[src/rtl/dyt_sram_req_ctrl.sv]
// Request/response front end for a single-port SRAM: one op per cycle, credit-limited
// reads tracked through the SRAM read latency into an in-order response FIFO.
module dyt_sram_req_ctrl #(
  parameter int DATA_W       = 32,
  parameter int SRAM_ADDR_W  = 6,
  parameter int READ_LATENCY = 2,
  parameter int RESP_DEPTH   = 4,
  parameter int ID_W         = 4
) (
  input  logic                              clk,
  input  logic                              rst,
  input  logic                              req_valid_i,
  output logic                              req_ready_o,
  input  logic                              req_we_i,
  input  logic [31:0]                       req_addr_i,
  input  logic [DATA_W-1:0]                 req_wdata_i,
  input  logic [DATA_W/8-1:0]               req_be_i,
  input  logic [ID_W-1:0]                   req_id_i,
  output logic                              resp_valid_o,
  input  logic                              resp_ready_i,
  output logic [DATA_W-1:0]                 resp_rdata_o,
  output logic [ID_W-1:0]                   resp_id_o,
  output logic [$clog2(RESP_DEPTH+1)-1:0]   outstanding_o,
  output logic [SRAM_ADDR_W-1:0]            sram_address_o,
  output logic [DATA_W-1:0]                 sram_w_data_o,
  output logic [DATA_W/8-1:0]               sram_wen_o,
  output logic                              sram_ren_o,
  input  logic [DATA_W-1:0]                 sram_r_data_i
);

  localparam int CNT_W = $clog2(RESP_DEPTH + 1);
  localparam int PTR_W = (RESP_DEPTH > 1) ? $clog2(RESP_DEPTH) : 1;
  localparam logic [PTR_W-1:0] PTR_LAST = PTR_W'(RESP_DEPTH - 1);
  localparam logic [CNT_W-1:0] DEPTH_C  = CNT_W'(RESP_DEPTH);

  typedef struct packed {
    logic [ID_W-1:0]   id;
    logic [DATA_W-1:0] data;
  } resp_t;

  logic                    acc, rd_acc, push, pop;
  logic [CNT_W-1:0]        out_q, out_d, cnt_q, cnt_d;
  logic [PTR_W-1:0]        wr_ptr_q, wr_ptr_d, rd_ptr_q, rd_ptr_d;
  logic [READ_LATENCY-1:0] pipe_vld_q;
  logic [ID_W-1:0]         pipe_id_q [READ_LATENCY];
  resp_t                   fifo_q [RESP_DEPTH];

  // Writes never need a credit; a read needs a free FIFO slot reserved up front.
  assign req_ready_o = !rst && (req_we_i || (out_q < DEPTH_C));
  assign acc         = req_valid_i && req_ready_o;
  assign rd_acc      = acc && !req_we_i;

  assign sram_address_o = acc ? req_addr_i[SRAM_ADDR_W+1:2] : '0;
  assign sram_w_data_o  = req_wdata_i;
  assign sram_wen_o     = (acc && req_we_i) ? req_be_i : '0;

  // The output-register enable leads the FIFO push by one cycle so the wrapper's
  // final register holds the word in the push cycle.
  generate
    if (READ_LATENCY == 1) begin : g_ren_acc
      assign sram_ren_o = rd_acc;
    end else begin : g_ren_pipe
      assign sram_ren_o = pipe_vld_q[READ_LATENCY-2];
    end
  endgenerate

  assign push          = pipe_vld_q[READ_LATENCY-1];
  assign resp_valid_o  = (cnt_q != '0);
  assign pop           = resp_valid_o && resp_ready_i;
  assign resp_rdata_o  = resp_valid_o ? fifo_q[rd_ptr_q].data : '0;
  assign resp_id_o     = resp_valid_o ? fifo_q[rd_ptr_q].id : '0;
  assign outstanding_o = out_q;

  // NOTE: every next-state variable gets a default first so no latch is inferred.
  always_comb begin
    out_d    = out_q;
    cnt_d    = cnt_q;
    wr_ptr_d = wr_ptr_q;
    rd_ptr_d = rd_ptr_q;
    if (rd_acc && !pop)      out_d = out_q + CNT_W'(1);
    else if (!rd_acc && pop) out_d = out_q - CNT_W'(1);
    if (push && !pop)        cnt_d = cnt_q + CNT_W'(1);
    else if (!push && pop)   cnt_d = cnt_q - CNT_W'(1);
    if (push) wr_ptr_d = (wr_ptr_q == PTR_LAST) ? '0 : wr_ptr_q + PTR_W'(1);
    if (pop)  rd_ptr_d = (rd_ptr_q == PTR_LAST) ? '0 : rd_ptr_q + PTR_W'(1);
  end

  // NOTE: non-blocking assignments so each pipeline stage takes its predecessor's pre-edge value.
  always_ff @(posedge clk or posedge rst) begin
    if (rst) begin
      out_q      <= '0;
      cnt_q      <= '0;
      wr_ptr_q   <= '0;
      rd_ptr_q   <= '0;
      pipe_vld_q <= '0;
      for (int i = 0; i < READ_LATENCY; i++) pipe_id_q[i] <= '0;
    end else begin
      out_q        <= out_d;
      cnt_q        <= cnt_d;
      wr_ptr_q     <= wr_ptr_d;
      rd_ptr_q     <= rd_ptr_d;
      pipe_vld_q[0] <= rd_acc;
      pipe_id_q[0]  <= req_id_i;
      for (int i = 1; i < READ_LATENCY; i++) begin
        pipe_vld_q[i] <= pipe_vld_q[i-1];
        pipe_id_q[i]  <= pipe_id_q[i-1];
      end
    end
  end

  // NOTE: FIFO storage has no reset; the head outputs are masked to 0 while it is empty.
  always_ff @(posedge clk) begin
    if (push) fifo_q[wr_ptr_q] <= '{id: pipe_id_q[READ_LATENCY-1], data: sram_r_data_i};
  end

endmodule
[config.mk]
export PLATFORM = sky130hd
export DESIGN_NAME = dyt_sram_req_ctrl
export DESIGN_NICKNAME = d
export VERILOG_FILES = /design/src/rtl/dyt_sram_req_ctrl.sv
export SDC_FILE = /design/constraint.sdc
export NUM_CORES = 1
export LEC_CHECK = 0
export CORE_AREA = 8 8 116 198
export DETAILED_ROUTE_END_ITERATION = 10
export DIE_AREA = 0 0 124 206
export PLACE_DENSITY_LB_ADDON = 0.3
export SLEW_MARGIN = 20
export SYNTH_ARGS = -nofsm -noshare
export SYNTH_HDL_FRONTEND = slang
export SYNTH_SLANG_ARGS = --single-unit
[constraint.sdc]
create_clock -name clk -period 4.7 [get_ports clk]
set_input_delay 0.705 -clock clk [delete_from_list [all_inputs] [get_ports clk]]
set_output_delay 0.705 -clock clk [all_outputs]
set_load 0.01 [all_outputs]
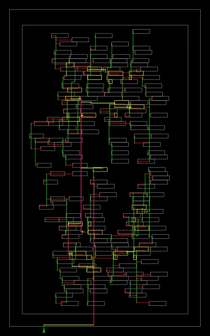
(run_1/clocks.png)
flop count: 164
Latency at later pin: 420 ps
Worst Skew: 5.03 ps

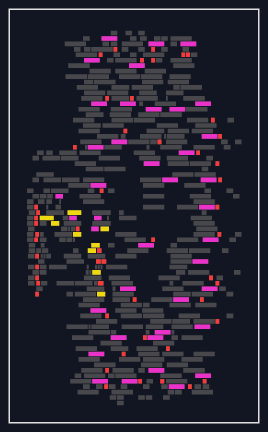
(run_1/logic_types.png)
(2 px per micron)
- AND and OR gates: red (cells 52; where widely spread)
- multiplexers: magenta (cells 40)
- adder and majority cells: yellow (cells 9)

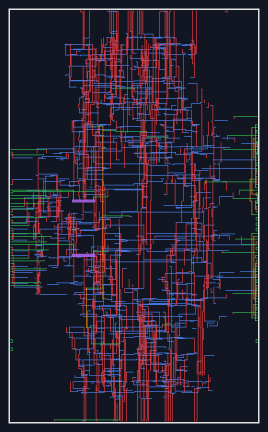
(run_1/wires.png)
(2 px per micron)
- metal 2: red (wire length 7120 microns)
- metal 1: blue (wire length 4880 microns)
- metal 5: purple (wire length 20.2 microns)
- metal 3: green (wire length 799 microns)
- metal 4: orange (wire length 433 microns)
routed length per instance: 19.6 microns
gr usage total: 0.110
Total Wirelength: 13300 microns
vias: 3110

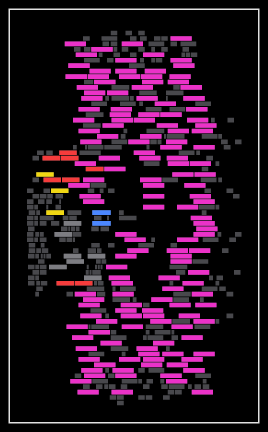
(run_1/flops_by_reg.png)
(2 px per micron) Other sequential cells in the stronger grey, the rest of the logic in the fainter grey.
- `pipe_id_q`: red (flops 8)
- `outstanding_o`: yellow (flops 3)
- `rd_ptr_q`: blue (flops 2)
- `fifo_q`: magenta (flops 144)

[run 1: critical path: stages, from the launching register on]
cell,delay (ps)
dfrtp_2,800
buf_4,450
mux4_2,540
and2_1,200
clkdlybuf4s50_1,490
[run 1: placed cells by master (no fill, tap or decap)]
cell type,synthesis,final
o21ai_0,2,2
nor2b_1,2,2
or3_1,1,1
and2_2,0,3
clkinv_2,0,3
buf_4,32,4
inv_4,0,3
inv_1,5,5
xnor2_1,2,2
and2_1,50,46
nand2_2,1,1
nand2_1,2,2
mux4_2,36,36
mux2_2,4,4
clkbuf_1,4,4
clkbuf_16,0,18
and3_1,1,1
clkbuf_8,0,2
dfrtp_1,20,18
clkdlybuf4s50_1,0,102
ha_1,7,7
edfxtp_1,144,144
nor2_1,5,5
bufinv_16,0,1
nor3b_1,1,1
xor2_1,4,4
and2_4,0,1
dfrtp_2,0,2
clkinv_4,0,1
fa_1,2,2
[run 1: report_power, final]
group          total (mW)  internal, mW  switching [mW]
registers            1.87          1.70           0.175
logic                1.41         0.876           0.537
clock network        1.32         0.788           0.528
total                4.60          3.36            1.24
[run 1: registers in the layout, indices dropped and copies added (netlist names)]
name and flops:
fifo_q 144, cnt_q 3, rd_ptr_q 2, wr_ptr_q 2
pipe_id_q 8, pipe_vld_q 2, outstanding_o 3
[run 1: logic make-up after synthesis]
family | count (synthesis)
AND-OR/OR-AND | 2
XOR/XNOR | 6
adder cells (fa/ha/maj) | 9
buffers and inverters | 49
flip-flops | 164
multiplexers | 40
AND/OR/NAND/NOR | 63
[run 1: through the flow]
stage	area, sq um	setup WS [ps]	utilization
final	8200	1090	0.406
after floorplan	6580	2330	-
after global placement	7640	1440	0.378
after global routing	8200	850	0.406
after detailed placement	7640	1440	0.378
after CTS	8200	955	0.406
==> results.tsv, run 1 <==
stage	metric	value	unit
finish	Reg area	0.00483	sq mm
routing	vias per cell	4.61	
synthesis	Adders+Majority by Area	0.0194	
synthesis	top cells by area	edfxtp_1, mux4_2, dfrtp_1	
clock_network	Root Driver	clkbuf_16	
timing	fin crit share	0.767	
routing	DRT antenna net count	0	
worst_hold_path	Hold Crit Class	register to register	
power_and_ir_drop	power density over cell area	561	mW/mm^2
finish	Signal buffers	106	
synthesis	top cells by count	edfxtp_1, and2_1, mux4_2	
synthesis	Post-Synthesis Cells	333	
critical_path	Worst setup SP type	register	
floorplan	core area	0.0202	sq mm
synthesis	Synth flops	164	
clock_network	hold buffers post-CTS	0	
finish	Inserted Diodes	0	
outcome	status	complete, no violations	
global_route	met1 Track Usage GR	0.109	
global_route	vias in the first global route	3644	
timing	setup violators final	0	
synthesis	Mean Syn Cell Area	19.8	sq um
synthesis	Primary FF master, synth	edfxtp_1	
routing	DR WL met3	799	microns
critical_path	CP Capture Type	output port	
floorplan	num tapcells	248	
finish	Non-clock inverters	5	
synthesis	Ys Warns	0	
timing	f_max	277	MHz
run	Log Warnings	55	
synthesis	main logic family after synthesis	multiplexers	
synthesis	Distinct cells, synth	22	
place	hpwl dp	8260	microns
timing	WHS	348	ps
clock_network	postcts setup bufs	0	
critical_path	Crit Path Class	register to output port	
finish	combinational share of cell area	0.174	
finish	Area growth, synth to finish	24.6	%
power_and_ir_drop	Peak VDD IR	0.298	mV
synthesis	Mapped Area	0.00658	sq mm
==> run_1/io_fan.png <==
(3 px per micron)
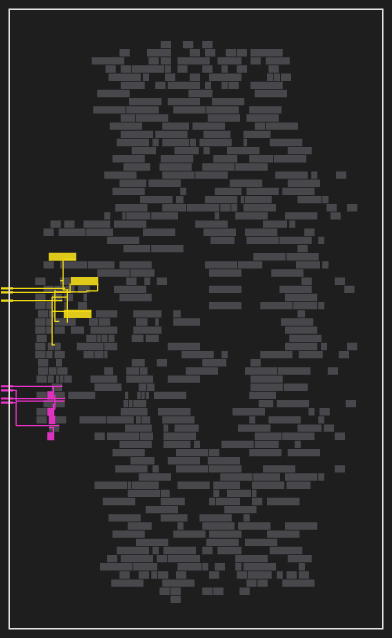

==> run 2: changes to the inputs <==
clock period = 3.1 ns   (was 4.7 ns; I/O delays follow)
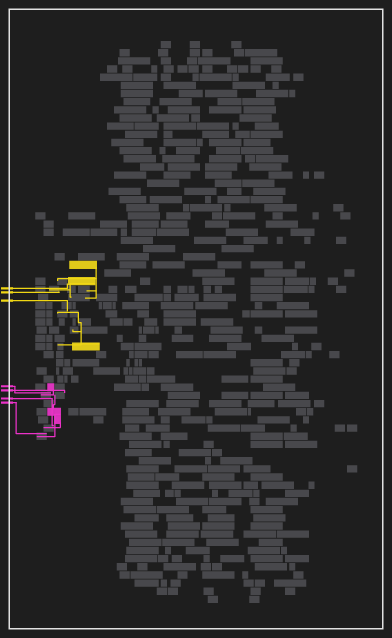
(run_2/io_fan.png)
(3 px per micron)
- `outstanding_o`: yellow (bits 3; direction output; edge west; end cells 3; buffers 3; wire 145 microns)
- `sram_wen_o`: magenta (bits 4; direction output; edge west; end cells 4; buffers 4; wire 113 microns)
Port Buf Inserts: 102
io pins: 193

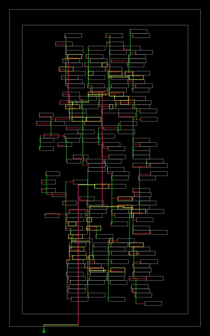
(run_2/clocks.png)
CTS buffer count: 17
clk pwr: 2.11 mW
clock buffer count: 26

==> results.tsv, run 2 <==
stage	metric	value	unit
timing	WHS	349	ps
timing	f_max	360	MHz
finish	Largest register FFs	144	
global_route	vias in the first global route	3619	
worst_hold_path	Hold Crit Class	register to register	
finish	Reg area	0.00483	sq mm
synthesis	Synth flops	164	
run	Log Warnings	55	
critical_path	WP buf/inv	2	
finish	design area	0.00834	sq mm
global_route	gr usage total	0.104	
clock_network	hold buffers post-CTS	0	
finish	Top cells excl fill/tap	edfxtp_1, clkdlybuf4s50_1, and2_1	
timing	setup violators final	0	
synthesis	Primary FF master, synth	edfxtp_1	
outcome	status	complete, no violations	
timing	Worst Skew	7.12	ps
synthesis	Mapped Area	0.00658	sq mm
synthesis	top cells by area	edfxtp_1, mux4_2, dfrtp_1	
critical_path	critical-path cell list	or3_4, buf_4, and2_1, clkdlybuf4s50_1	
timing	fin crit share	0.895	
floorplan	core area	0.0202	sq mm
finish	Area growth, synth to finish	26.7	%
clock_network	Latency at later pin	410	ps
routing	DRT antenna net count	0	
critical_path	Crit Path Class	register to output port	
routing	vias per cell	4.53	
finish	Util after Layout	0.413	
critical_path	cell family with most CP delay	buffers and inverters	
power_and_ir_drop	power density over cell area	855	mW/mm^2
clock_network	Root Driver	clkbuf_16	
place	dpl cell area	0.00770	sq mm
critical_path	CP Capture Type	output port	
critical_path	CP peak stage delay	530	ps
synthesis	Post-Synthesis Cells	333	
finish	Largest regs	fifo_q x144, pipe_id_q x8	
critical_path	Stages on worst setup path	4	
synthesis	top cells by count	edfxtp_1, and2_1, mux4_2	
routing	Total Wirelength	12700	microns
run 2: repair_timing:
item,CTS,global route
resized,0,1
buffers inserted,0,0
endpoints found under the setup margin,0,23
run 2: cell families (layout without fill, tap and decap cells):
kind of cell / after synthesis / count (layout) / share of synthesized area
AOI/OAI and AO/OA: 2 / 2 / 0.00152
and+or+nand+nor: 63 / 63 / 0.0574
other: 0 / 1 / 0
xor gates and xnor gates: 6 / 6 / 0.00798
DFF: 164 / 164 / 0.733
muxes: 40 / 40 / 0.130
buffers and inverters: 49 / 150 / 0.0506
adders and majority gates: 9 / 9 / 0.0194
run 2: final cells by class:
| type | instances | share of cell area |
|---|---|---|
| diodes | 1 | 0.000300 |
| repair buffers | 113 | 0.134 |
| flip-flops and latches | 164 | 0.579 |
| clock buffers | 26 | 0.0701 |
| inverters | 5 | 0.00225 |
| multi-input cells | 120 | 0.172 |
| clock inverters | 6 | 0.00570 |
| well taps | 248 | 0.0372 |
run 2: power breakdown:
group          switching, mW  leakage [nW]  internal [mW]
Clock                  0.803         0.315           1.31
Combinational          0.994         0.961           1.36
Sequential            0.0865          1.54           2.57
run 2: per-layer routing:
layer,vias up,global-route usage,wire length (microns)
li1,1414,-,-
met1,1553,0.102,4500
met2,90,0.180,6730
met3,39,0.0315,838
met4,0,0.0782,587
met5,-,0,0
run 2: path summary, 6_finish.rpt:
path	startpoint	end
setup reg to reg	cnt_q[0]	cnt_q[2]
min in group asynchronous	rst	pipe_vld_q[1]
setup / recovery	cnt_q[0]	resp_id_o[3]
max in group asynchronous	rst	rd_ptr_q[0]
hold reg to reg	pipe_id_q[4]	pipe_id_q[0]
hold / removal	pipe_id_q[4]	pipe_id_q[0]
Power and IR drop assume default switching activity.
